**src/rtl/uart_pkg.sv**
```systemverilog
// Shared UART definitions: data width, default bit-cell length and the transmitter state encoding.
package uart_pkg;

  localparam int UART_DATA_W       = 8;
  localparam int UART_CLKS_PER_BIT = 16;

  typedef enum logic [1:0] {
    TX_IDLE  = 2'd0,
    TX_START = 2'd1,
    TX_DATA  = 2'd2,
    TX_STOP  = 2'd3
  } tx_state_t;

endpackage

```
**src/rtl/uart_bit_timer.sv**
```systemverilog
// Bit-cell counter: counts 0..CLKS_PER_BIT-1 and strobes cell_end_o on the last cycle of each cell.
module uart_bit_timer #(
  parameter int CLKS_PER_BIT = 16
) (
  input  logic clk,
  input  logic reset,
  input  logic clear_i,
  output logic cell_end_o
);

  localparam int CW = $clog2(CLKS_PER_BIT);
  localparam logic [CW-1:0] CNT_LAST = CW'(CLKS_PER_BIT - 1);

  logic [CW-1:0] cnt_q;
  logic [CW-1:0] cnt_d;

  assign cell_end_o = (cnt_q == CNT_LAST);

  // next count: hold at zero while cleared, wrap at each cell end
  always_comb begin
    cnt_d = cnt_q;
    if (clear_i) begin
      cnt_d = {CW{1'b0}};
    end else if (cell_end_o) begin
      cnt_d = {CW{1'b0}};
    end else begin
      cnt_d = cnt_q + CW'(1'b1);
    end
  end

  // count register
  always_ff @(posedge clk or negedge reset) begin
    if (!reset) begin
      cnt_q <= {CW{1'b0}};
    end else begin
      cnt_q <= cnt_d;
    end
  end

endmodule

```
**src/rtl/uart_tx_frame.sv**
```systemverilog
// Byte-serial UART transmitter with one-byte holding buffer for gapless frames.
// Define UART_TX_DE_EN to add the oDE line-driver enable with a one-cell trailing guard.
module uart_tx_frame
  import uart_pkg::*;
#(
  parameter int CLKS_PER_BIT = UART_CLKS_PER_BIT,
  parameter int STOP_BITS    = 1
) (
  input  logic                   clk,
  input  logic                   reset,
  input  logic [UART_DATA_W-1:0] iData,
  input  logic                   iValid,
  output logic                   oReady,
  input  logic                   iAbort,
  output logic                   TX,
  output logic                   oBusy,
  output logic                   oDone
`ifdef UART_TX_DE_EN
  ,
  output logic                   oDE
`endif
);

  localparam logic STOP_LAST = 1'(STOP_BITS - 1);

  tx_state_t              state_q;
  logic [UART_DATA_W-1:0] hold_q;
  logic                   hold_full_q;
  logic [UART_DATA_W-1:0] shift_q;
  logic [2:0]             bit_idx_q;
  logic                   stop_idx_q;
  logic                   tx_q;
  logic                   done_q;
  logic                   cell_end_s;
  logic                   timer_clear_s;
  logic                   guard_run_s;
  logic                   accept_s;

`ifdef UART_TX_DE_EN
  logic de_q;
  logic guard_q;
  // the guard cell reuses the bit timer; a queued byte preempts it
  assign guard_run_s = guard_q && !hold_full_q;
  assign oDE         = de_q;
`else
  assign guard_run_s = 1'b0;
`endif

  assign oReady        = !hold_full_q && !iAbort;
  assign accept_s      = iValid && oReady;
  assign timer_clear_s = iAbort || ((state_q == TX_IDLE) && !guard_run_s);
  assign TX            = tx_q;
  assign oBusy         = (state_q != TX_IDLE);
  assign oDone         = done_q;

  uart_bit_timer #(
    .CLKS_PER_BIT(CLKS_PER_BIT)
  ) u_bit_timer (
    .clk       (clk),
    .reset     (reset),
    .clear_i   (timer_clear_s),
    .cell_end_o(cell_end_s)
  );

  // frame FSM with holding register, shifter and registered line outputs
  always_ff @(posedge clk or negedge reset) begin
    if (!reset) begin
      state_q     <= TX_IDLE;
      hold_q      <= 8'h00;
      hold_full_q <= 1'b0;
      shift_q     <= 8'h00;
      bit_idx_q   <= 3'd0;
      stop_idx_q  <= 1'b0;
      tx_q        <= 1'b1;
      done_q      <= 1'b0;
`ifdef UART_TX_DE_EN
      de_q        <= 1'b0;
      guard_q     <= 1'b0;
`endif
    end else if (iAbort) begin
      state_q     <= TX_IDLE;
      hold_full_q <= 1'b0;
      bit_idx_q   <= 3'd0;
      stop_idx_q  <= 1'b0;
      tx_q        <= 1'b1;
      done_q      <= 1'b0;
`ifdef UART_TX_DE_EN
      de_q        <= 1'b0;
      guard_q     <= 1'b0;
`endif
    end else begin
      done_q <= 1'b0;
      if (accept_s) begin
        hold_q      <= iData;
        hold_full_q <= 1'b1;
      end
      case (state_q)
        TX_IDLE: begin
          if (hold_full_q) begin
            shift_q     <= hold_q;
            hold_full_q <= 1'b0;
            state_q     <= TX_START;
            tx_q        <= 1'b0;
`ifdef UART_TX_DE_EN
            de_q        <= 1'b1;
            guard_q     <= 1'b0;
          end else if (guard_q && cell_end_s) begin
            de_q        <= 1'b0;
            guard_q     <= 1'b0;
`endif
          end
        end
        TX_START: begin
          if (cell_end_s) begin
            state_q   <= TX_DATA;
            tx_q      <= shift_q[0];
            bit_idx_q <= 3'd0;
          end
        end
        TX_DATA: begin
          if (cell_end_s) begin
            shift_q <= {1'b0, shift_q[UART_DATA_W-1:1]};
            if (bit_idx_q == 3'd7) begin
              state_q    <= TX_STOP;
              tx_q       <= 1'b1;
              stop_idx_q <= 1'b0;
              bit_idx_q  <= 3'd0;
            end else begin
              tx_q      <= shift_q[1];
              bit_idx_q <= bit_idx_q + 3'd1;
            end
          end
        end
        TX_STOP: begin
          if (cell_end_s) begin
            if (stop_idx_q == STOP_LAST) begin
              done_q     <= 1'b1;
              stop_idx_q <= 1'b0;
              if (hold_full_q) begin
                shift_q     <= hold_q;
                hold_full_q <= 1'b0;
                state_q     <= TX_START;
                tx_q        <= 1'b0;
              end else begin
                state_q <= TX_IDLE;
                tx_q    <= 1'b1;
`ifdef UART_TX_DE_EN
                guard_q <= 1'b1;
`endif
              end
            end else begin
              stop_idx_q <= stop_idx_q + 1'b1;
            end
          end
        end
        default: begin
          state_q <= TX_IDLE;
          tx_q    <= 1'b1;
        end
      endcase
    end
  end

endmodule

```
**config.mk**
```make
export PLATFORM = sky130hd
export DESIGN_NAME = uart_tx_frame
export DESIGN_NICKNAME = d
export VERILOG_FILES = /design/src/rtl/uart_pkg.sv /design/src/rtl/uart_bit_timer.sv /design/src/rtl/uart_tx_frame.sv
export SDC_FILE = /design/constraint.sdc
export NUM_CORES = 1
export LEC_CHECK = 0
export CAP_MARGIN = 20
export CORE_ASPECT_RATIO = 0.8
export CORE_UTILIZATION = 30
export DETAILED_ROUTE_END_ITERATION = 7
export SETUP_SLACK_MARGIN = 0.05
export SLEW_MARGIN = 0
export SYNTH_ARGS = -nofsm -noshare
export SYNTH_HDL_FRONTEND = slang
export SYNTH_SLANG_ARGS = --single-unit
```
**constraint.sdc**
```tcl
create_clock -name clk -period 3.3 [get_ports clk]
set_input_delay 0.66 -clock clk [delete_from_list [all_inputs] [get_ports clk]]
set_output_delay 0.66 -clock clk [all_outputs]
set_load 0.01 [all_outputs]
```
Run 1, routed clock nets over the placement:
(4 px per µm)
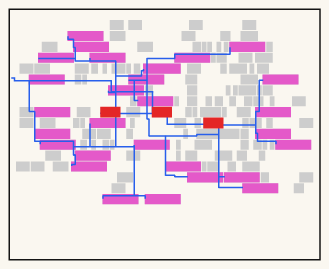
clock-net drivers -> red  # count 3
flip-flops -> magenta  # count 28
clock wires -> blue  # length 359 µm
routed clock nets = 4

Run 1, logic cells by family:
(8 px per µm)
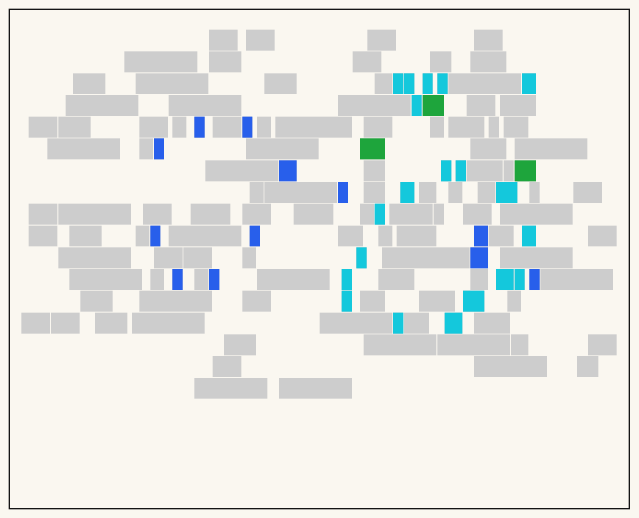
nand cells -> blue  # cells 12, most used nand2_1
non-inverting ao/oa cells -> green  # cells 3, most used o21a_1
nor cells -> cyan  # cells 20, most used nor2_1

Run 1, congestion heat map:
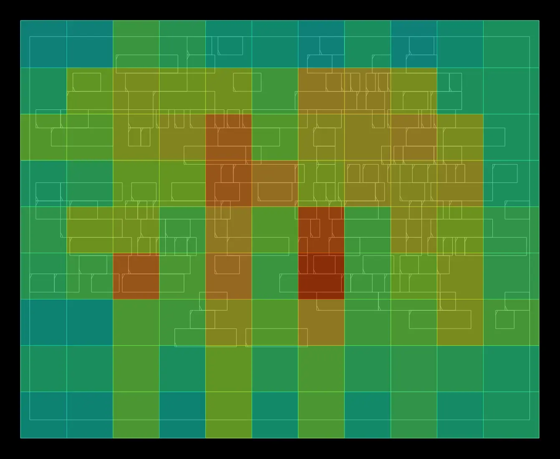
GRT Total Usage: 10.9%
WL per Instance: 12.4 µm
M3 GR Usage: 4.12%

Run 1, close-up of the layout:
Region (24, 4) to (54, 34) µm. Cells in gray, sequential cells in the stronger gray; small squares are vias.
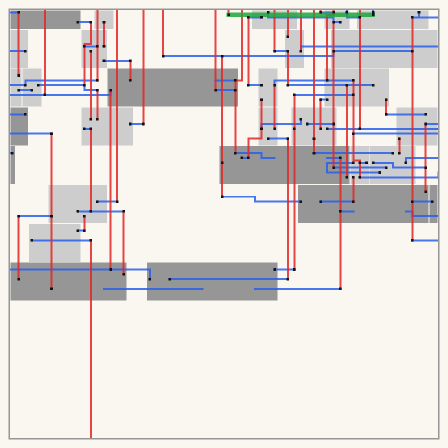
M1 -> blue
M2 -> red
M3 -> green
cells with their middle in the window = 19
sequential cells in the window = 5
netlist names of flops here include = bit_idx_q (3)
most frequent = dfrtp_1 (5), nor2_1 (4)

==> impl_metrics.yaml, run 1 <==
# synthesis and place-and-route metrics
finish:
  num-multi-input-gates: 86
  mostFrequentLayoutCells: "27 x dfrtp_1, 15 x clkdlybuf4s50_1, 13 x nor2_1, 9 x nand2_1"
  comb_area_share_pct: 37.6
  reg_top3: "hold_q x8, shift_q x8, u_bit_timer.cnt_q x4"
  fin_area_um2: 1640
  nonClkBufAreaFrac_pct: 10.1
  fin_nets: 160
  diodes: 0
  n_all_inverters: 4
  clock_buffers: 3
  layout-drive-gt1-share_pct: 6.47
  final_layout_top_logic_cell: "dfrtp_1"
  post-route-util_pct: 38.6
  logic_area_um2: 617
  clock_area_share_pct: 4.34
  final.fill_count: 441
  seq_area_um2: 702
  ff_count: 28
pwr:
  power-top-group: "sequential cells"
  powerDensity_nw_per_um2: 721
  power.total_mw: 1.18
  leakage_nw: 0.689
  p_clk_share_pct: 23.1
  powerComb_uw: 384
  power.internal_uw: 804
  ir_drop_v: 0.000277
  power_frac_seq_pct: 44.4
  pg_clk_uw: 274
placed_design:
  dpl.cell_count: 192
  placed_area_um2: 1570
  port_buffers: 15
synth:
  ys_warn_count: 0
  top_cells_by_count: "27 x dfrtp_1, 13 x nor2_1, 9 x nand2_1"
  synth_top_cell_by_count: "dfrtp_1"
  top_area_share_pct: 49.6
  logic_family: "AND-OR/OR-AND gates"
  synthMuxAreaShare_pct: 12.5
  yosysTopAreaCell: "dfrtp_1"
  synth_nets: 144
  ys.flops: 28
  aoi_share_pct: 13.0
  synthFlopType: "dfrtp_1"
  area_leaders: "dfrtp_1 50%, ha_1 7.4%, mux2_1 6.6%"
  syn_area_um2: 1360
  edf_count: 0
setup_path:
  r2r_end: "shift_q[4]"
  path_depth: 4
  rr_worst_depth: 5
  end_kind: "output port"
  crit_required_ns: 2.64
  crit_chain: "inv_1 > ha_1 > inv_1 > clkdlybuf4s50_1"
  critPathLaunchType: "flop"
  arrival_ns: 1.78
  crit_type: "reg -> out"
  slowest_delay_ns: 0.54
  crit_path_max_fanout: 7
floorplanning:
  tap_cells: 57
  chip_area_um2: 4810
  core.rowCount: 21
  core_area_um2: 4260
global_routing:
  gr-total-overflow: 0
  antenna_found_initial: 0
  grt_busiest_layer: "met2"
  grt_pass1_wl_mm: 4.17
  use_met2_pct: 18.5
  met1_usage_pct: 13.5
routing:
  dr_wl_met3_um: 99
  postRouteAntennaNets: 0
  viasPerCell: 4.92
  wl_met1_mm: 1.14
  routed_wl_mm: 2.43
  dr.max_layer_used: "met3"
  drtIter0Drc: 65
  dr_wl_met2_mm: 1.20
timing:
  finalClockPeriodUsage_pct: 73.9
  finalHoldViolCount: 0
  slew_headroom_pct: 49.7
  setup_viol: 0
  skew_ns: 0.00163
  tightest_slew_ns: 0.754
  fmax_mhz: 410
  setup_tns_ns: 0
  drv_slew: 0
clocking:
  clk_root_buffer_cell: "clkbuf_8"
  clkSinkCount: 28
  cts_repair_resize_count: 0
  postCtsSetupRepairBufs: 0
  cts_buffer_depth: 2
  clk_latency_ns: 0.27
worst_hold_path:
  hp-class: "reg -> reg"
  min-delay-start: "shift_q[3]"
job:
  warning_count: 30
run_status:
  outcome: "finished clean"
==> run 2, diff against run 1 <==
Clock period 3.3 ns to 2 ns, I/O delays scaled along.
Run 2, logic cells by family:
(8 px per µm)
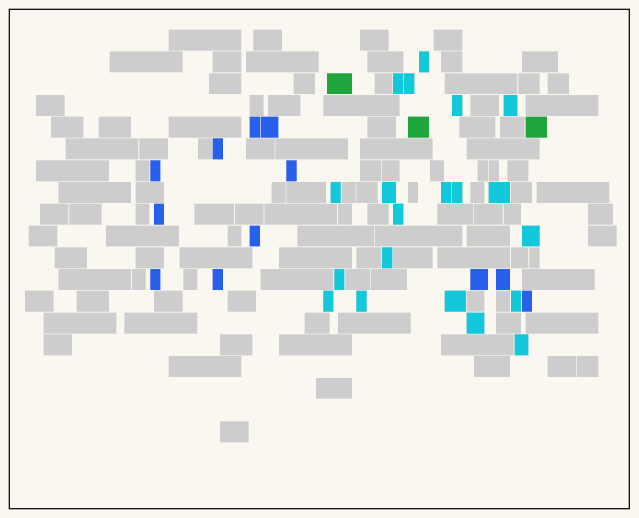
non-inverting ao/oa cells -> green  # cells 3, most used o21a_1
nand cells -> blue  # cells 12, most used nand2_1
nor cells -> cyan  # cells 20, most used nor2_1

==> run 2 against run 1 <==
Power up 73%. Synthesized cell count stayed put. Core utilization increased by 1.7 points. Worst hold slack lost 0.0093 ns. Clock power up 65%. Non-clock buffer count is 6 higher. Critical path type is now reg -> reg. Largest power group unchanged.
==> impl_metrics.yaml, run 2 <==
# synthesis and place-and-route metrics
finish:
  fin_area_um2: 1710
  ff_count: 28
  post-route-util_pct: 40.3
  final.fill_count: 424
  final_layout_top_logic_cell: "dfrtp_1"
  reg_top3: "hold_q x8, shift_q x8, u_bit_timer.cnt_q x4"
  fin_nets: 166
  comb_area_share_pct: 37.5
  logic_area_um2: 643
  clock_area_share_pct: 4.16
  n_all_inverters: 4
  num-multi-input-gates: 86
job:
  warning_count: 30
global_routing:
  gr-total-overflow: 0
  met1_usage_pct: 14.9
  grt_busiest_layer: "met2"
  use_met2_pct: 20.9
  grt_use_total_pct: 12.0
  grt_pass1_wl_mm: 4.69
  antenna_found_initial: 0
placed_design:
  dpl.cell_count: 196
  placed_area_um2: 1600
  port_buffers: 15
setup_path:
  slowest_delay_ns: 0.41
  critPathLaunchType: "flop"
  end_kind: "flop"
  crit_chain: "buf_4 > ha_1 > or2_0 > a222oi_1 > buf_4 > mux2i_1 > nor2_1"
  crit_type: "reg -> reg"
  crit_path_max_fanout: 5
  r2r_end: "state_q[1]"
  rr_worst_depth: 7
  arrival_ns: 2.00
pwr:
  powerComb_uw: 728
  ir_drop_v: 0.000507
  powerDensity_nw_per_um2: 1190
  power-top-group: "sequential cells"
  p_clk_share_pct: 22.1
  power.total_mw: 2.04
  pg_clk_uw: 452
  power.internal_mw: 1.38
clocking:
  clk_latency_ns: 0.28
  clkSinkCount: 28
  clk_root_buffer_cell: "clkbuf_8"
routing:
  wl_met1_mm: 1.28
  dr_wl_met3_um: 96
  viasPerCell: 4.92
  routed_wl_mm: 2.64
  wl_per_cell_um: 13.1
  dr_wl_met2_mm: 1.26
  drtIter0Drc: 40
synth:
  top_cells_by_count: "27 x dfrtp_1, 13 x nor2_1, 9 x nand2_1"
  area_leaders: "dfrtp_1 50%, ha_1 7.4%, mux2_1 6.6%"
  ys.flops: 28
  edf_count: 0
  synth_nets: 144
  aoi_share_pct: 13.0
  ys_warn_count: 0
  synth_top_cell_by_count: "dfrtp_1"
  synthMuxAreaShare_pct: 12.5
  yosysTopAreaCell: "dfrtp_1"
  synthFlopType: "dfrtp_1"
  syn_area_um2: 1360
floorplanning:
  core_area_um2: 4260
  tap_cells: 57
  core.rowCount: 21
  chip_area_um2: 4810
timing:
  drv_slew: 0
  fmax_mhz: 549
  setup_tns_ns: 0
  finalHoldViolCount: 0
  tightest_slew_ns: 0.405
run_status:
  outcome: "finished clean"
Run 2, close-up of the layout:
Region (24, 4) to (54, 34) µm. Cells in gray, sequential cells in the stronger gray; small squares are vias.
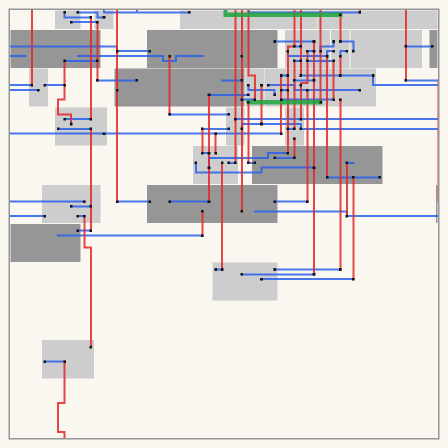

==> run 3, diff against run 2 <==
Settings changed: CAP_MARGIN 20 to default.
Clock period 2 ns to 2.1 ns, I/O delays scaled along.
Run 3, close-up of the layout:
Region (24, 4) to (54, 34) µm. Cells in gray, sequential cells in the stronger gray; small squares are vias.
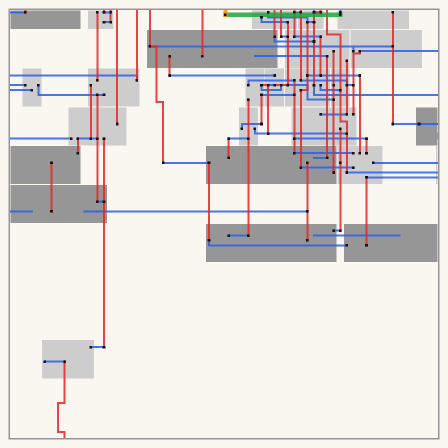

==> run 3 against run 2 <==
Final cell count fell by 0.50%. Routed wire length shrank 4.0%. Global-route usage up 0.27 points. Sequential share of layout area increased by 0.61 points. Critical endpoint is now oReady. Highest routed layer is now met4.
==> impl_metrics.yaml, run 3 <==
# synthesis and place-and-route metrics
floorplanning:
  ios: 16
  core_area_um2: 4260
  fp_util_pct: 32.0
  tap_cells: 57
  chip_area_um2: 4810
  die-height_um: 62.3
  core.rowCount: 21
  die-width_um: 77.3
routing:
  routed_wl_mm: 2.53
  wl_met1_mm: 1.20
  dr.max_layer_used: "met4"
  drcViolationCount: 0
  dr_wl_met2_mm: 1.22
  postRouteAntennaNets: 0
  vias: 998
  dr_wl_met3_um: 104
  drtIter0Drc: 52
  drtPass1Iterations: 4
  viasPerCell: 4.97
worst_hold_path:
  hp-class: "reg -> reg"
  min_to: "shift_q[0]"
  whs_path_depth: 2
  min-delay-start: "shift_q[0]"
synth:
  synth_area_per_cell_um2: 11.0
  synth_top_cell_by_count: "dfrtp_1"
  aoi_share_pct: 13.0
  ys_warn_count: 0
  ys_seq_share_pct: 51.6
  area_leaders: "dfrtp_1 50%, ha_1 7.4%, mux2_1 6.6%"
  yosysTopAreaCell: "dfrtp_1"
  ys.flops: 28
  synth_nets: 144
  logic_family: "AND-OR/OR-AND gates"
  top_cells_by_count: "27 x dfrtp_1, 13 x nor2_1, 9 x nand2_1"
  synthFlopType: "dfrtp_1"
  synthMuxAreaShare_pct: 12.5
  yosys-stat-cells: 124
  top_area_share_pct: 49.6
  adder_share_pct: 7.35
  edf_count: 0
  synthCells: 124
  syn_area_um2: 1360
clocking:
  cts_buffer_depth: 2
  postCtsSetupRepairBufs: 2
  cts_tree: "yes"
  clk_latency_ns: 0.28
  clk_root_buffer_cell: "clkbuf_8"
  hold_buffers: 0
  cts_repair_resize_count: 1
  path_clk_slew_ns: 0.09
  clkSinkCount: 28
finish:
  ff_count: 28
  n_all_inverters: 4
  layout-drive-gt1-share_pct: 10.4
  reg_top3: "hold_q x8, shift_q x8, u_bit_timer.cnt_q x4"
  mostFrequentLayoutCells: "27 x dfrtp_1, 14 x clkdlybuf4s50_1, 13 x nor2_1, 9 x nand2_1"
  seq_share_pct: 41.6
  final.fill_count: 421
  comb_area_share_pct: 37.9
  clock_buffers: 4
  fin_nets: 165
  final_layout_top_logic_cell: "dfrtp_1"
  largest_class: "registers"
  num-multi-input-gates: 86
  diodes: 0
  logic_area_um2: 641
  syn_to_final_growth_pct: 24.1
  fin_area_um2: 1690
  clock_area_share_pct: 3.26
  seq_area_um2: 702
  nonClkBufAreaFrac_pct: 12.1
job:
  cap_violations: 0
  warning_count: 30
timing:
  slew_headroom_pct: 70.8
  setup_tns_ns: 0
  setup_viol: 0
  fmax_mhz: 513
  tightest_slew_ns: 0.437
  whs_ns: 0.494
  finalHoldViolCount: 0
  skew_ns: 0.00849
  fin_ws_ns: 0.151
  drv_slew: 0
  finalClockPeriodUsage_pct: 92.8
pwr:
  p_sw_uw: 616
  p_clk_share_pct: 18.2
  pg_clk_uw: 335
  power-top-group: "sequential cells"
  combPwrFrac_pct: 37.6
  seq-power_uw: 816
  leakage_nw: 0.726
  ir_drop_v: 0.000370
  powerDensity_nw_per_um2: 1090
  power.total_mw: 1.85
  swShare_pct: 33.4
  power.internal_mw: 1.23
  power_frac_seq_pct: 44.2
  powerComb_uw: 695
global_routing:
  grt_pass1_wl_mm: 4.73
  grt_max_degree: 29
  grt_use_met3_pct: 3.68
  use_met2_pct: 21.0
  antenna_found_initial: 0
  gr-total-overflow: 0
  grt_pass1_vias: 1022
setup_path:
  crit_path_max_fanout: 2
  cp_slowest_cell: "clkdlybuf4s50_1"
  crit_required_ns: 1.68
  crit_chain: "clkdlybuf4s50_1 > nor2_1 > clkdlybuf4s50_1"
  crit_family: "buffers and inverters"
  rr_worst_depth: 7
  cp_common_cell: "clkdlybuf4s50_1"
  crit_type: "in -> out"
  startpoint: "iAbort"
  r2r_end: "state_q[1]"
  path_depth: 3
  end_kind: "output port"
  arrival_ns: 1.53
  critPathLaunchType: "input port"
  slowest_delay_ns: 0.55
  r2r-start: "state_q[0]"
run_status:
  outcome: "finished clean"
placed_design:
  place_congestion: 0.744
  placed_area_um2: 1590
  hpwlAfterDp_mm: 1.79
  port_buffers: 15
  dpl.cell_count: 194
Run 3, congestion heat map:
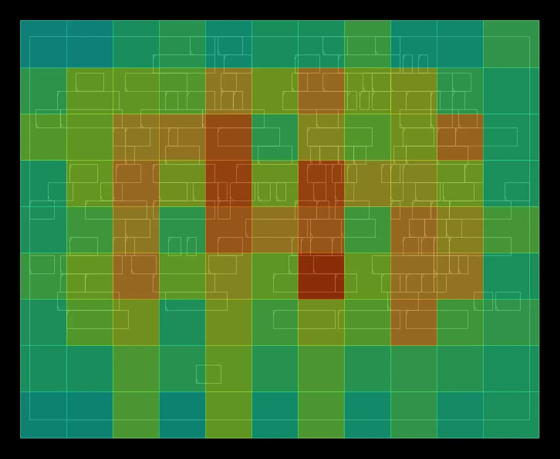
GRT Total Usage: 12.3%
Layout Utilization: 39.7%
global routing usage on met1: 15.7%
WL per Instance: 12.6 µm
GR peak layer: met2

Power and IR drop assume default switching activity.
